Design paraseri, sky130hd; sources not shown.
**Zoomed window**

Region (8, 1) to (33, 26) um. Cells in gray, sequential cells in the stronger gray; small squares are vias.
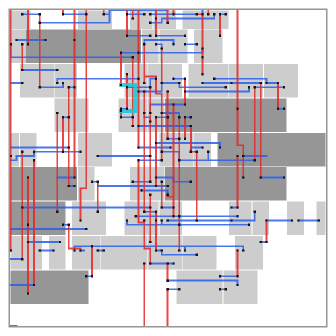
[blue] met1
[cyan] met3
[red] met2
cells with their middle in the window: 46
sequential cells in the window: 6
most frequent: buf_4 (7), dfrtp_1 (4)

**Pin placement**

(12 px per um) Pins as bars across the die edge, other pins in gray.
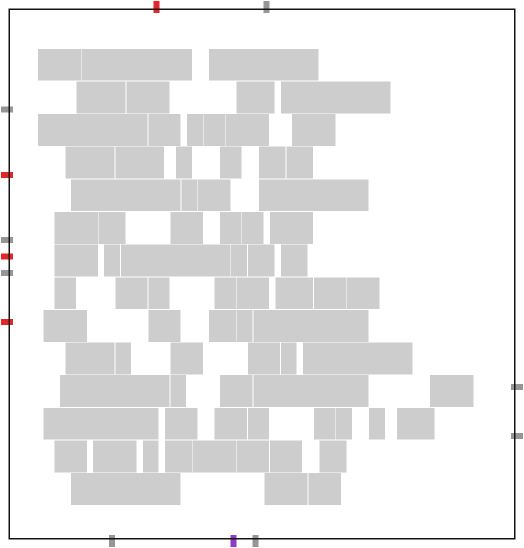
[red] `d` | pins: 4 | direction: input | edge: 3 left, 1 top
[purple] `busy` | pins: 1 | direction: output | edge: bottom
all pins by edge: 6 left, 3 bottom, 2 top, 2 right
Die Span X: 42 um
I/O Buffers: 12

**Routing congestion map**

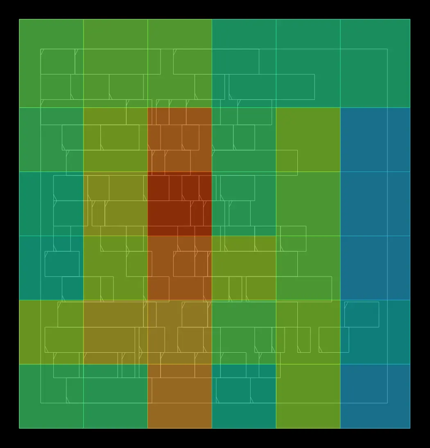
Global Route met3 Usage: 0.0375
gr busiest metal: met2
gr usage total: 0.148

==> reports/metrics.yaml <==
drc: 0
dp.cells: 89
synth-simple-area-share: 0.158
status: "complete, no violations"
ys_cells: 56
internal_power_uw: 1190
warning_count: 26
vias: 473
synth_top_cell_by_area: "dfrtp_1"
slowest_delay_ns: 0.47
first_global_vias: 486
crit_required_ns: 1.16
syn_area_um2: 611
overflow: 0
syn_avg_cell_area_um2: 10.9
postSynthSeqShare: 0.539
tightest_slew_ns: 0.469
top_cell: "dfrtp_1"
top_area_frac: 0.410
timing.hold.ws_ns: 0.379
hold_buffers: 0
pin_count: 13
cp_max_fo: 2
reg2regPathDepth: 4
top_layer_used: "met3"
cp_cell_sequence: "clkdlybuf4s50_1 -> nand2b_1 -> inv_1 -> dlygate4sd2_1"
regArea_um2: 329
area_leaders: "dfrtp_1 (41%), dfstp_2 (13%), mux2_2 (7.4%)"
r2r_setup_slack_ns: 0.09
wl_met3_um: 41
ys_types: 21
antenna_cells: 0
slew_headroom: 0.687
fillCellCount: 136
met1_usage: 0.164
drt-total-wl_um: 1060
period_used_share: 0.947
critPathSlowestCell: "clkdlybuf4s50_1"
seq-power_uw: 704
cp.arrival_ns: 1.09
hold_violations: 0
ff_type: "dfrtp_1"
vdd_drop_max_v: 0.00130
ys_sh_mux: 0.0738
synthArstFlopShare: 1.00
ant_nets: 0
grt_max_degree: 14
viasPerCell: 5.03
drive_above_1_share: 0.269
synthesis.nets: 64
top_cells_by_count: "dfrtp_1 (10), nor2_1 (5), mux2_2 (4), nand2_1 (4)"
met2_usage: 0.238
total_switching_power_uw: 626
rsz0062_at_grt: "false"
top_power_group: "combinational logic"
final_cells: 94
nets: 87
fp-utilization: 0.430
ys_sh_adder: 0
worst_setup_path_start_kind: "primary input"
clock_power_share: 0.126
layout_min_cycle_time_ns: 1.30
path_buffers: 3
clk_pin_slew_ns: 0.08
slew_viol_final: 0
pg_clk_uw: 229
syn_inst: 56
finalWeightedCongestion: 0.764
seqPwrFrac: 0.388
critical_path.top_delay_family: "buffers and inverters"
wl_met1_um: 444
powerComb_uw: 880
grt_pass1_wl_um: 1940
h-tree-depth: 1
power_per_cell_area_nw_per_um2: 2240
fin_skew_ns: 0.00262
synthToLayoutAreaGrowth_pct: 32.4
lay_top_count: "dfrtp_1"
cts_buffers: 3
ctsLongestPathBuffers: 2
chipArea_um2: 1850
combPwrFrac: 0.485
final-comb-area_um2: 249
ys_area_um2: 611
cts_tree: "yes"
cp-end-kind: "primary output"
drv_cap: 0
dp_hpwl_um: 846
synth-compound-area-share: 0.172
## area by class of cell
class / count / area share
flip-flops and latches: 13 / 0.407
multi-input cells: 38 / 0.308
repair buffers: 21 / 0.218
clock buffers: 4 / 0.0325
well taps: 16 / 0.0248
inverters: 2 / 0.00929
## per-stage QoR
stage               cell area [um^2]  setup slack, ns  utilization  total power (uW)
floorplan                        611            0.111            -              1310
global placement                 783           -0.184        0.552              1600
detailed placement               783           -0.187        0.552              1620
CTS                              815           0.0142        0.574              1850
global route                     808           0.0166        0.570              1980
finish                           808           0.0730        0.570              1810
## what timing repair did
item | in CTS | in global routing
resized | 6 | 4
setup endpoints to repair | 4 | 7
buffers inserted | 1 | 0
## cells by family after synthesis
family          Yosys count
simple gates             20
buf+inv                   5
flops                    13
mux                       4
compound gates           14
Power and IR drop assume default switching activity.
